==> config.mk <==
export PLATFORM = sky130hd
export DESIGN_NAME = des_decrypt_core_flat
export DESIGN_NICKNAME = d
export VERILOG_FILES = /design/src/rtl/des_decrypt_core_if.sv /design/src/rtl/des_decrypt_core.sv /design/src/flat_wrapper.sv
export SDC_FILE = /design/constraint.sdc
export NUM_CORES = 1
export LEC_CHECK = 0
export CAP_MARGIN = 30
export CORE_AREA = 4 4 159 161
export CTS_CLUSTER_DIAMETER = 30
export DETAILED_ROUTE_END_ITERATION = 10
export DIE_AREA = 0 0 163 165
export PLACE_DENSITY_LB_ADDON = 0.15
export SLEW_MARGIN = 10
export SYNTH_ARGS = -nofsm -noshare
export SYNTH_HDL_FRONTEND = slang
export SYNTH_HIERARCHICAL = 1
export SYNTH_SLANG_ARGS = --single-unit
==> constraint.sdc <==
create_clock -name clk -period 6.07 [get_ports clk]
set_input_delay 1.214 -clock clk [delete_from_list [all_inputs] [get_ports clk]]
set_output_delay 1.214 -clock clk [all_outputs]
set_load 0.03 [all_outputs]
**A small window of the routed layout**

The bar under the picture is 10 microns long. Window x 62 to 102, y 30 to 70 microns. Cells in gray, sequential cells in the stronger gray; small squares are vias.
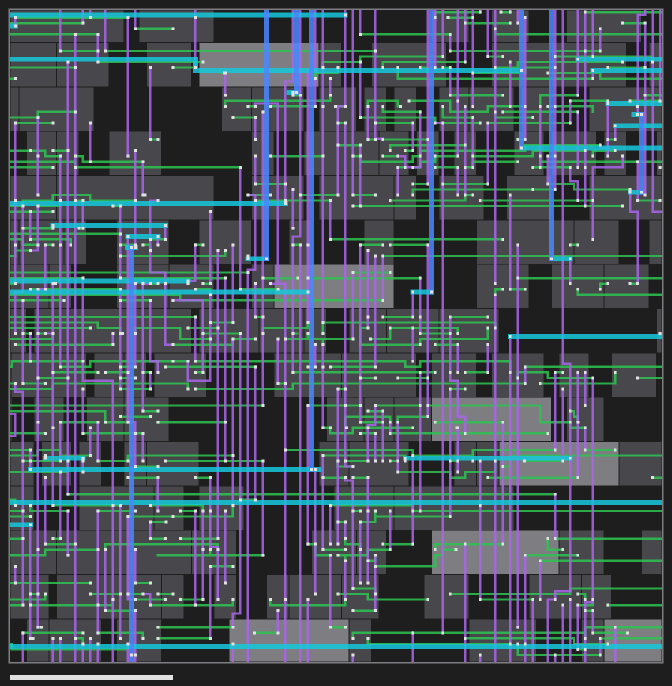
| color | layer |
|---|---|
| blue | met4 |
| green | met1 |
| cyan | met3 |
| purple | met2 |
cells with their middle in the window: 125
most frequent: ha_1 (16), nor2_1 (14), nand2_1 (8)
sequential cells in the window: 6

**Metal 1**

The bar under the picture is 50 microns long. Supply wires on this layer in gray.
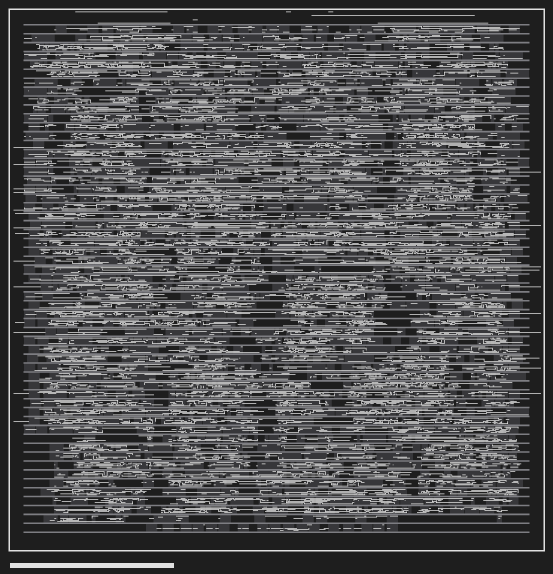
nets with wire on the layer: 1855
main direction: horizontal
share of all routed wire: 41%
longest straight run: 58.4 microns
met1 usage in global routing: 42.56%
routed wire length: 44650 microns
vias after detailed routing: 13880

**Cell sizes after repair**

The bar under the picture is 50 microns long.
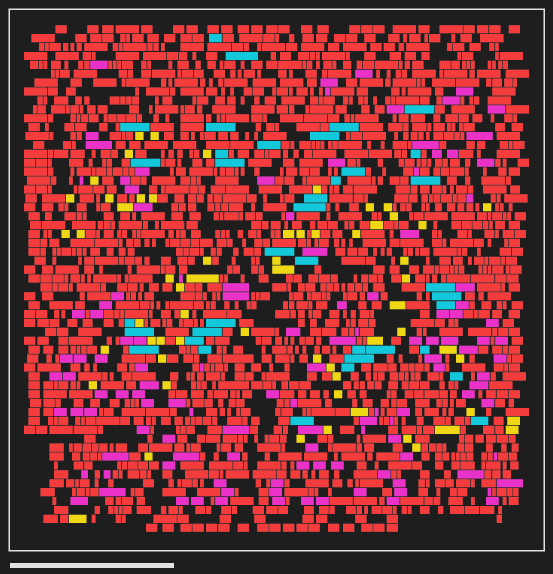
| color | size | cells |
|---|---|---|
| red | drive 1 or less | 1646 |
| yellow | drive 3 to 4 | 61 |
| magenta | drive 2 | 122 |
| cyan | drive 6 and up | 37 |
Non-Clock Buffer Count: 243
final worst slack: 1.855 ns
Area Overhead vs Synth: 17.11%
summed area of non-filler cells in the final layout: 16800 sq um

**M2 wires**

The bar under the picture is 50 microns long.
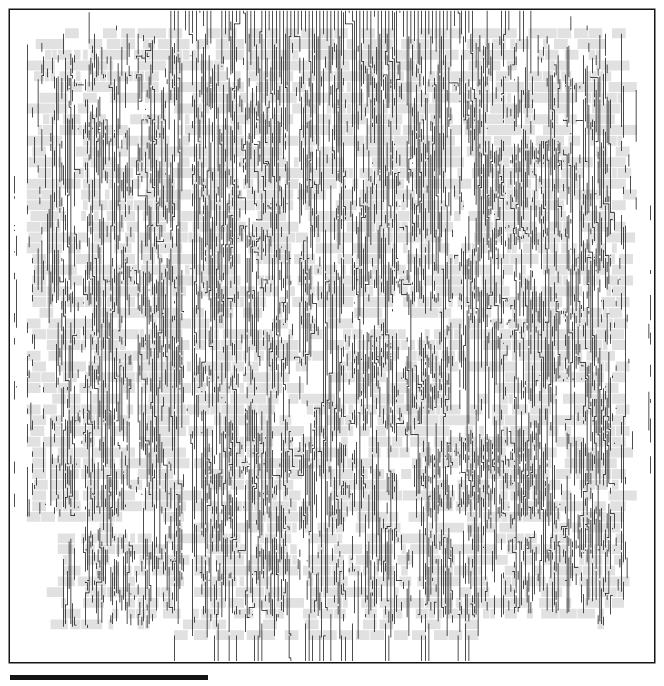
longest straight run: 84.5 microns
nets with wire on the layer: 1669
main direction: vertical
share of all routed wire: 48%
wire length on this layer: 21.4 mm
routing usage on met2: 52.40%

**Congestion heat map**

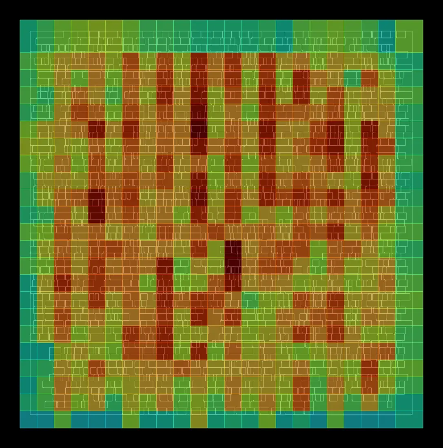
global-route total usage across every layer: 32.12%
global routing met3 resource utilization: 5.116%

==> results.yml <==
# implementation run metrics
sta:
  fmaxAchievable_ghz: 0.2372
  hold_slack_ns: 0.4583
  worst_pin_slew_ns: 0.9772
  final.setup.tns_ns: 0
  min_period_ns: 4.215
  setup_repair_after_global_routing_missed_its_margin: "no"
  timing.final.setup_violations: 0
  relSlewSlack_pct: 34.70
placed_design:
  placedCellCount: 2154
  port_buffers: 189
  dpl_cell_area_sq_um: 16180
  hpwl_microns: 31450
route:
  drt-pass1-iter-count: 5
  routed_via_density: 6.337
  met2WireLength_microns: 21350
  routed.top_layer: "met4"
  met3_length_microns: 2979
  drt.antenna.violating_nets: 0
  route.layer.met1.wl_microns: 18430
logic_synthesis:
  synth.yosys.num_cells: 1761
  synth.cell_area_sq_um: 14340
  share_of_flip_flops_with_an_asynchronous_set_or_reset_pct: 0
  enable_flop_cells: 0
  yosysWarnings: 6
  syn_nets: 1957
  main_synth_ff_type: "dfxtp_1"
  postSynthRegisterBits: 191
  yosysMostFrequentCell: "nor2_1"
  synth.distinct_cells: 99
floorplanning:
  core_area_sq_um: 23960
  ioPinCount: 198
  chipArea_sq_um: 26900
  num_rows: 57
  fp-utilization_pct: 59.86
  chipWidth_microns: 163
  die_height_microns: 165
grt:
  grt_start_max_net_pins: 128
  vias_in_the_first_global_route: 12650
  first_pass_grt_wire_length_microns: 69460
  number_of_antenna_violations_at_the_first_check_in_global_routing: 0
layout:
  utilization_of_the_core_after_routing_pct: 70.10
  layout_top_cells: "nor2_1 (257), dfxtp_1 (189), clkdlybuf4s50_1 (188), nor3_1 (138), nand2_1 (119)"
  logic_area_sq_um: 9385
  post_route_cells_drive_above_1_share_pct: 11.79
  num_antenna_cells: 0
clock_network:
  clock_tree.htree_level_count: 4
  cts_max_path_buffers: 2
  post_cts.resized_instances: 0
  clockRootBuffer: "clkbuf_16"
  worst_skew_pair.late_latency_ns: 0.44
  numClockSinks: 191
  path_clk_slew_ns: 0.08
  postCtsSetupRepairBufs: 0
worst_setup_path:
  crit_path_max_incr_delay_ns: 0.80
  path_max_fanout: 11
  setup.reg_to_reg.worst_slack_ns: 1.85
  crit_path_cell_chain: "xor2_1 -> inv_1 -> ha_1 -> nand2_4 -> and3_4 -> a311o_1 -> a311oi_1 -> xnor2_1 -> a2111oi_2"
  timing.critical_path.to_type: "flip-flop"
  crit_family: "AND-OR/OR-AND gates"
  reg2reg_depth: 9
pwr:
  power_per_cell_area_nw_per_um2: 328.2
min_path:
  holdPathStages: 2
outcome:
  status: "completed"
==> where the power goes <==
part	internal [W]	switching [W]	total, W	leakage (nW)
Combinational	0.00120	0.00167	0.00288	4.60
Clock	0.000547	0.000577	0.00112	0.274
Sequential	0.00135	0.000163	0.00151	1.57
==> cell type report <==
| cell class | count | share of cell area [%] |
|---|---|---|
| tap | 324 | 2.413 |
| inverter | 53 | 1.184 |
| clock inverter | 15 | 0.8640 |
| timing repair buffer | 243 | 14.36 |
| clock buffer | 17 | 2.532 |
| sequential | 191 | 22.78 |
| multi-input combinational | 1347 | 55.87 |
==> cell families after synthesis <==
family	share of synthesized area (%)
and+or+nand+nor	20.52
DFF	26.66
muxes	8.810
adders and majority gates	5.583
AOI/OAI and AO/OA	24.01
buffers and inverters	8.374
xor gates and xnor gates	6.045
Power figures rest on the tool's default switching activity, not on a simulated workload.
